File: config.mk
export PLATFORM = sky130hd
export DESIGN_NAME = hall_emulator
export DESIGN_NICKNAME = d
export VERILOG_FILES = /design/src/rtl/hall_emulator.sv
export SDC_FILE = /design/constraint.sdc
export NUM_CORES = 1
export LEC_CHECK = 0
export ABC_CLOCK_PERIOD_IN_PS = 9500
export CAP_MARGIN = 40
export CORE_MARGIN = 2
export CORE_UTILIZATION = 40
export CTS_CLUSTER_DIAMETER = 120
export CTS_CLUSTER_SIZE = 8
export DETAILED_ROUTE_END_ITERATION = 8
export GPL_TIMING_DRIVEN = 1
export SYNTH_ARGS = -nofsm -noshare
export SYNTH_HDL_FRONTEND = slang
export SYNTH_SLANG_ARGS = --single-unit
File: constraint.sdc
create_clock -name CLK -period 9.5 [get_ports CLK]
set_input_delay 1.9 -clock CLK [delete_from_list [all_inputs] [get_ports CLK]]
set_output_delay 1.9 -clock CLK [all_outputs]
set_load 0.02 [all_outputs]
File: src/rtl/hall_emulator.sv
// Three-phase Hall sensor sequence generator with programmable sector period and direction.
// Optional HALL_FAULT_INJECT_EN adds FAULT_INJ, which forces the registered Hall code to 000.
module hall_emulator #(
    parameter int unsigned CNT_W = 16
) (
    input  logic             CLK,
    input  logic             RST,
    input  logic             EN,
    input  logic             DIR,
    input  logic [CNT_W-1:0] STEP_PERIOD,
`ifdef HALL_FAULT_INJECT_EN
    input  logic             FAULT_INJ,
`endif
    output logic             H1,
    output logic             H2,
    output logic             H3,
    output logic             STEP,
    output logic [2:0]       SECTOR
);

    typedef enum logic [2:0] {
        SEC0 = 3'd0,
        SEC1 = 3'd1,
        SEC2 = 3'd2,
        SEC3 = 3'd3,
        SEC4 = 3'd4,
        SEC5 = 3'd5
    } sector_e;

    sector_e          sector_q, sector_d;
    logic [CNT_W-1:0] cnt_q, cnt_d;
    logic             step_q, step_d;
    logic [2:0]       h_q, h_d;
    logic [CNT_W-1:0] period_m1;
    logic             advance;
    logic             fault;

`ifdef HALL_FAULT_INJECT_EN
    assign fault = FAULT_INJ;
`else
    assign fault = 1'b0;
`endif

    function automatic logic [2:0] sector_code(input sector_e s);
        logic [2:0] code;
        code = 3'b100;
        unique case (s)
            SEC0:    code = 3'b100;
            SEC1:    code = 3'b101;
            SEC2:    code = 3'b001;
            SEC3:    code = 3'b011;
            SEC4:    code = 3'b010;
            SEC5:    code = 3'b110;
            default: code = 3'b100;
        endcase
        return code;
    endfunction

    always_ff @(posedge CLK) begin
        if (RST) begin
            sector_q <= SEC0;
            cnt_q    <= '0;
            step_q   <= 1'b0;
            h_q      <= 3'b100;
        end else begin
            sector_q <= sector_d;
            cnt_q    <= cnt_d;
            step_q   <= step_d;
            h_q      <= h_d;
        end
    end

    // A zero period behaves as one; the >= compare lets a lowered period take effect at once.
    always_comb begin
        period_m1 = (STEP_PERIOD == '0) ? '0 : STEP_PERIOD - CNT_W'(1);
        advance   = EN && (cnt_q >= period_m1);
        sector_d  = sector_q;
        cnt_d     = cnt_q;
        step_d    = 1'b0;
        if (advance) begin
            cnt_d  = '0;
            step_d = 1'b1;
            if (!DIR) begin
                unique case (sector_q)
                    SEC0:    sector_d = SEC1;
                    SEC1:    sector_d = SEC2;
                    SEC2:    sector_d = SEC3;
                    SEC3:    sector_d = SEC4;
                    SEC4:    sector_d = SEC5;
                    SEC5:    sector_d = SEC0;
                    default: sector_d = SEC0;
                endcase
            end else begin
                unique case (sector_q)
                    SEC0:    sector_d = SEC5;
                    SEC1:    sector_d = SEC0;
                    SEC2:    sector_d = SEC1;
                    SEC3:    sector_d = SEC2;
                    SEC4:    sector_d = SEC3;
                    SEC5:    sector_d = SEC4;
                    default: sector_d = SEC0;
                endcase
            end
        end else if (EN) begin
            cnt_d = cnt_q + CNT_W'(1);
        end
    end

    // Hall code is registered from the next sector so H and SECTOR change on the same edge.
    always_comb begin
        h_d = fault ? 3'b000 : sector_code(sector_d);
    end

    assign H1     = h_q[2];
    assign H2     = h_q[1];
    assign H3     = h_q[0];
    assign STEP   = step_q;
    assign SECTOR = sector_q;

endmodule
Run 1, where the registers sit:
Scale: 4 px per um. Other sequential cells in the stronger gray, the rest of the logic in the fainter gray.
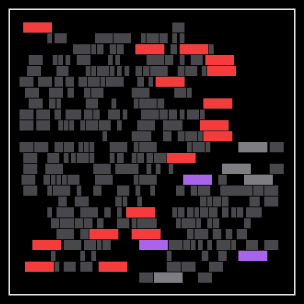
`cnt_q`: marked red, placed flops 16, where all over the die. `SECTOR`: marked purple, placed flops 3.
Another 4 sequential cells are not colored.

Run 1, gate-type map:
Scale: 6 px per um.
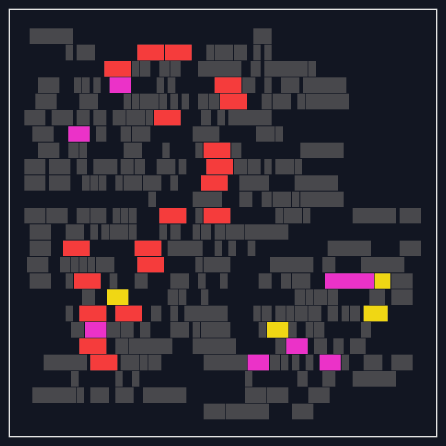
AND-OR and OR-AND gates: marked yellow, cells 4. adder and majority cells: marked red, cells 19. multiplexers: marked magenta, cells 7.
fin cells: 306
Commonest Layout Cell: nand2_1
logic share of the area: 59.48%

Run 1, clock wiring as the flow saved it:
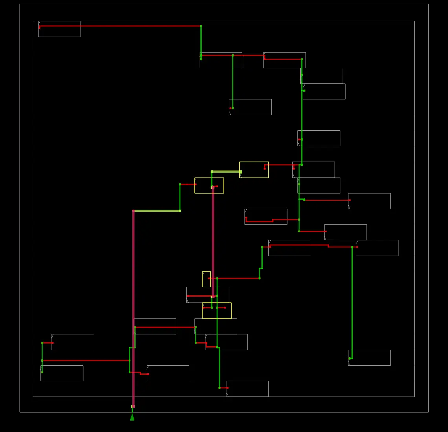
clock group total power: 61.3 uW
Clock buffer cells: 4
skew final: 1.799 ps
total CTS buffers: 3

==> impl_metrics.csv, run 1 <==
group,metric,value,unit
routing,top_layer_used,"met4",
sta,fmax,170.5,MHz
routing,dr_wl_met3,109,um
worst_setup_path,cpLargestDelayFamily,"simple AND/OR/NAND/NOR gates",
clocking,htreeDepth,1,
clocking,holdBufCountCts,0,
worst_setup_path,critPathMaxFanout,12,
sta,hold_violations,0,
power,p_leak,0.8705,nW
synthesis,xor_share,12.68,%
final_layout,n_fill_cell,464,
worst_setup_path,crit_slowest_cell,"mux4_2",
hold_path,min_to,"cnt_q[15]$_SDFFE_PP0P_",
synthesis,ys.flop_type,"dfxtp_1",
placement,place.gp.congestion,0.8136,
final_layout,nets,294,
routing,drt_iter0_markers,171,
worst_setup_path,worstSetupPathDepth,13,
global_route,grt_max_degree,17,
synthesis,synth_flops,23,
floorplan,dieArea,0.005040,mm2
floorplan,die-width,71.00,um
placement,placed_cell_area,0.002079,mm2
synthesis,ys_cells,233,
placement,pre_cts_ws,3355,ps
synthesis,syn_avg_cell_area,7.706,um2
synthesis,aoi_share,11.43,%
global_route,grtUsageTotal,15.60,%
sta,finalWorstSetupSlack,3636,ps
routing,dr.pass1.iters,4,
hold_path,hold_path_depth,2,
sta,slew_violations,0,
synthesis,synth.net_count,272,
synthesis,synth_warnings,0,
final_layout,diodes,0,
routing,ant_nets,0,
clocking,cts_resized,0,
clocking,clock.latency.late_pin,260,ps
synthesis,synthSimpleGateAreaFrac,28.43,%
sta,setup_violations,0,
run_status,status,"completed",
synthesis,syn_area,0.001795,mm2
worst_setup_path,ff2ff_path_depth,7,
routing,drc,0,
worst_setup_path,worstSetupEndpoint,"h_q[2]$_SDFF_PP1_",
synthesis,adder_share,13.24,%
worst_setup_path,end_kind,"register",
worst_setup_path,timing.rr.end,"h_q[2]$_SDFF_PP1_",
run 1: cell usage after synthesis (4+ instances only):
| cell type | n | area [um2] |
|---|---|---|
| mux2i_1 | 6 | 60.06 |
| nand3_1 | 8 | 40.04 |
| inv_1 | 7 | 26.28 |
| o21ai_0 | 7 | 35.03 |
| xor2_1 | 19 | 166.4 |
| nand2_1 | 38 | 142.6 |
| nor3_1 | 8 | 40.04 |
| nor4_1 | 5 | 31.28 |
| ha_1 | 19 | 237.7 |
| xnor2_1 | 7 | 61.31 |
| clkbuf_1 | 5 | 18.77 |
| nor2_1 | 31 | 116.4 |
| a21oi_1 | 12 | 60.06 |
| dfxtp_1 | 23 | 460.4 |
| and3_1 | 4 | 25.02 |
run 1: area by class of cell:
type / count / area, um2 / area share [%]
Multi-Input combinational cell: 193 / 1264 / 59.48
Clock buffer: 4 / 45.04 / 2.120
Timing Repair Buffer: 26 / 260.3 / 12.25
Tap cell: 52 / 65.06 / 3.062
Inverter: 8 / 30.03 / 1.413
Sequential cell: 23 / 460.4 / 21.67
run 1: cell families (layout without fill, tap and decap cells):
family,count (synthesis),in the layout
adders and majority gates,19,19
and+or+nand+nor,110,110
AOI/OAI and AO/OA,31,31
xor gates and xnor gates,26,26
DFF,23,23
muxes,7,7
buffers and inverters,17,38
run 1: report_power, final:
group	total [mW]	internal (mW)	switching (mW)
combinational	0.0317	0.0161	0.0156
sequential	0.0985	0.0972	0.00131
clock	0.0613	0.0299	0.0314
run 1: state kept, by name, summed over array words and instances, names as in the netlist:
| signal | flops |
|---|---|
| cnt_q | 16 |
| SECTOR | 3 |
| h_q | 3 |
| STEP | 1 |
Run 1, metal layers overlaid:
Scale: 6 px per um.
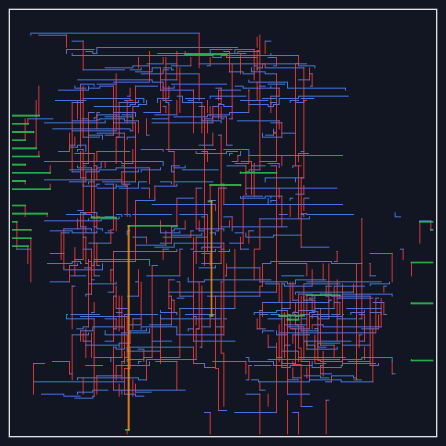

==> run 2: changes to the inputs <==
ABC_CLOCK_PERIOD_IN_PS = 4800   (was 9500)
clock period = 4.8 ns   (was 9.5 ns; I/O delays follow)
Run 2, metal layers overlaid:
Scale: 6 px per um.
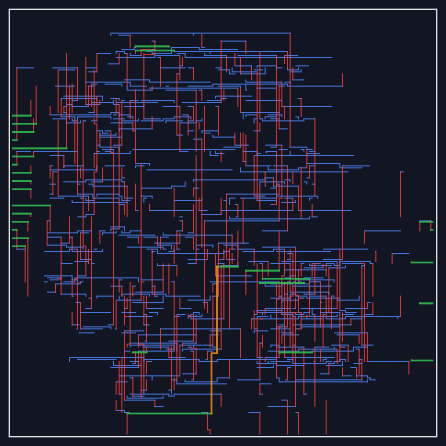
metal 2: marked red, wire length 1,510 um. metal 4: marked orange, wire length 25.4 um. metal 3: marked green, wire length 119 um. metal 1: marked blue, wire length 1,800 um.

==> impl_metrics.csv, run 2 <==
group,metric,value,unit
final_layout,diodes,0,
power,p_leak,0.8999,nW
synthesis,ys.flop_type,"dfxtp_1",
sta,finalWorstSetupSlack,294.0,ps
synthesis,top_cells_by_area,"dfxtp_1 (26%), ha_1 (13%), xor2_1 (9.3%)",
placement,placed_cell_area,0.002125,mm2
worst_setup_path,crit_slowest_cell,"or4_4",
global_route,grt_max_degree,17,
synthesis,syn_area,0.001795,mm2
synthesis,synth.net_count,272,
final_layout,comb_area,0.001264,mm2
final_layout,instances_no_fill,312,
sta,fin_skew,8.452,ps
global_route,grtUsageTotal,14.82,%
sta,fmax,221.9,MHz
synthesis,xor_share,12.68,%
synthesis,syn_avg_cell_area,7.706,um2
final_layout,nets,300,
routing,dr.pass1.iters,4,
clocking,clock.latency.late_pin,270,ps
synthesis,ys_cells,233,
clocking,cts_buffers,3,
worst_setup_path,critPathMaxFanout,4,
final_layout,top_register,"cnt_q",
floorplan,dieArea,0.005040,mm2
sta,setup_violations,0,
routing,drt_iter0_markers,121,
routing,ant_nets,0,
synthesis,top_area_share,25.64,%
run_status,status,"completed",
[run 2: logic make-up (layout without fill, tap and decap cells)]
kind of cell / Yosys count / after routing
AOI/OAI and AO/OA: 31 / 31
xor gates and xnor gates: 26 / 26
adders and majority gates: 19 / 19
buffers and inverters: 17 / 44
DFF: 23 / 23
muxes: 7 / 7
and+or+nand+nor: 110 / 110
[run 2: worst min-delay path, cell delays in order (launching register included)]
cell and delay, ps:
dfxtp_1 360, xor2_1 80, nor2_1 70
[run 2: area by class of cell]
type                            count  share of cell area [%]
Inverter                            8                   1.384
Timing Repair Buffer               32                   14.07
Clock buffer                        4                   2.076
Multi-Input combinational cell    193                   58.25
Sequential cell                    23                   21.22
Tap cell                           52                   2.999
[run 2: per-layer routing]
metal	part of all wire, %	GRT usage, %	vias up
li1	-	-	865
met1	52	20.45	674
met2	44	23.88	39
met3	3.4	1.994	2
met4	0.72	4.822	0
met5	0	0	-
[run 2: metrics by stage]
step                      power (mW)  utilization, %
after global placement        0.2641           49.13
after global routing          0.3994           50.17
after floorplan               0.2348               -
after detailed placement      0.2641           49.13
final                         0.3814           50.17
after CTS                     0.3849           50.17
[run 2: path summary, 6_finish.rpt]
path	end	slack [ps]	cells past startpoint
max	h_q[2]$_SDFF_PP1_	290	13
min	cnt_q[15]$_SDFFE_PP0P_	540	2
max reg2reg	h_q[2]$_SDFF_PP1_	2470	7
min reg2reg	cnt_q[15]$_SDFFE_PP0P_	540	2
[run 2: power by group]
group / total, mW / switching (mW) / internal, mW
combinational: 0.0640 / 0.0305 / 0.0335
sequential: 0.195 / 0.00273 / 0.192
clock: 0.122 / 0.0630 / 0.0593
Run 2, port wiring:
Scale: 6 px per um.
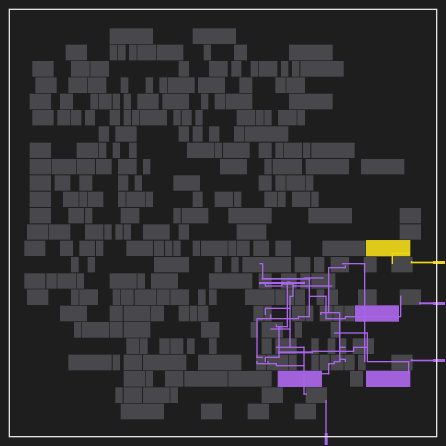

==> run 3: changes to the inputs <==
CTS_BUF_LIST = sky130_fd_sc_hd__clkbuf_4 sky130_fd_sc_hd__clkbuf_8 sky130_fd_sc_hd__clkbuf_16   (was unset)
Run 3, port wiring:
Scale: 6 px per um.
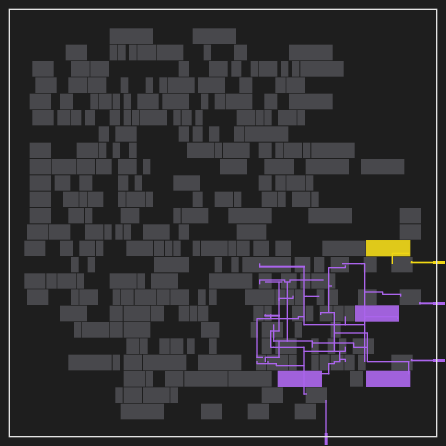
`SECTOR`: marked purple, bits 3, direction output, edge 2 right, 1 bottom, end cells 3, buffers 3, wire 238 um. `STEP`: marked yellow, bits 1, direction output, edge right, end cells 1, buffers 1, wire 8.10 um.

==> impl_metrics.csv, run 3 <==
group,metric,value,unit
run_status,status,"completed",
synthesis,synth.net_count,272,
sta,slew_violations,0,
final_layout,layout_top_cell,"nand2_1",
clocking,clock.latency.late_pin,260,ps
placement,place.gp.congestion,0.8174,
routing,ant_nets,0,
final_layout,largest_reg_flops,16,
worst_setup_path,crit_slowest_cell,"or4_4",
clocking,holdBufCountCts,0,
clocking,htreeDepth,1,
floorplan,die-width,71.00,um
global_route,grtUsageTotal,14.87,%
placement,pre_cts_ws,39.58,ps
clocking,cts_buffers,3,
synthesis,syn_area,0.001795,mm2
synthesis,syn_avg_cell_area,7.706,um2
final_layout,diodes,0,
clocking,cts_resized,0,
worst_setup_path,end_kind,"register",
synthesis,ys_cells,233,
synthesis,top_cells_by_area,"dfxtp_1 (26%), ha_1 (13%), xor2_1 (9.3%)",
routing,drt_iter0_markers,121,
sta,setup_violations,0,
final_layout,top_register,"cnt_q",
routing,drc,0,
sta,hold_violations,0,
synthesis,yosysMostFrequentCell,"nand2_1",
## run 3: cell counts after synthesis
Identical to the previous run, type by type.
## run 3: cell type report
type                    instances  area [um2]
flip-flops and latches         23       460.4
repair buffers                 32       305.3
well taps                      52       65.06
inverters                       8       30.03
clock buffers                   4       48.80
multi-input cells             193        1264
fillers                       430        2151
## run 3: report_power, final
group	switching (mW)	internal [mW]
Sequential	0.00270	0.192
Clock	0.0609	0.0648
Combinational	0.0306	0.0335
Total	0.0941	0.291
## run 3: worst paths after layout
path / startpoint / cells past startpoint / end / slack [ps]
max: STEP_PERIOD[9] / 13 / h_q[2]$_SDFF_PP1_ / 290
min: cnt_q[15]$_SDFFE_PP0P_ / 2 / cnt_q[15]$_SDFFE_PP0P_ / 540
min reg2reg: cnt_q[15]$_SDFFE_PP0P_ / 2 / cnt_q[15]$_SDFFE_PP0P_ / 540
max reg2reg: cnt_q[13]$_SDFFE_PP0P_ / 7 / h_q[2]$_SDFF_PP1_ / 2480
## run 3: metal layers
layer	global-route usage, %	part of all wire [%]	wire length (um)	up-vias
li1	-	-	-	863
met1	20.88	53	1816	668
met2	23.57	43	1504	33
met3	1.994	3.2	111	2
met4	4.822	0.72	25	0
met5	0	0	0	-
## run 3: stage by stage
stage / cells / power, mW / util [%]
floorplan: 233 / 0.2348 / -
global placement: 308 / 0.2641 / 49.13
detailed placement: 308 / 0.2641 / 49.13
CTS: 312 / 0.3906 / 50.26
global route: 312 / 0.4055 / 50.26
finish: 312 / 0.3849 / 50.26
## run 3: logic make-up after synthesis
| kind of cell | share of synthesized area, % |
|---|---|
| DFF | 25.64 |
| AOI/OAI and AO/OA | 11.43 |
| adders and majority gates | 13.24 |
| and+or+nand+nor | 28.43 |
| buffers and inverters | 3.972 |
| muxes | 4.599 |
| xor gates and xnor gates | 12.68 |
No activity file was given, so power comes from the tool's default toggle rates.
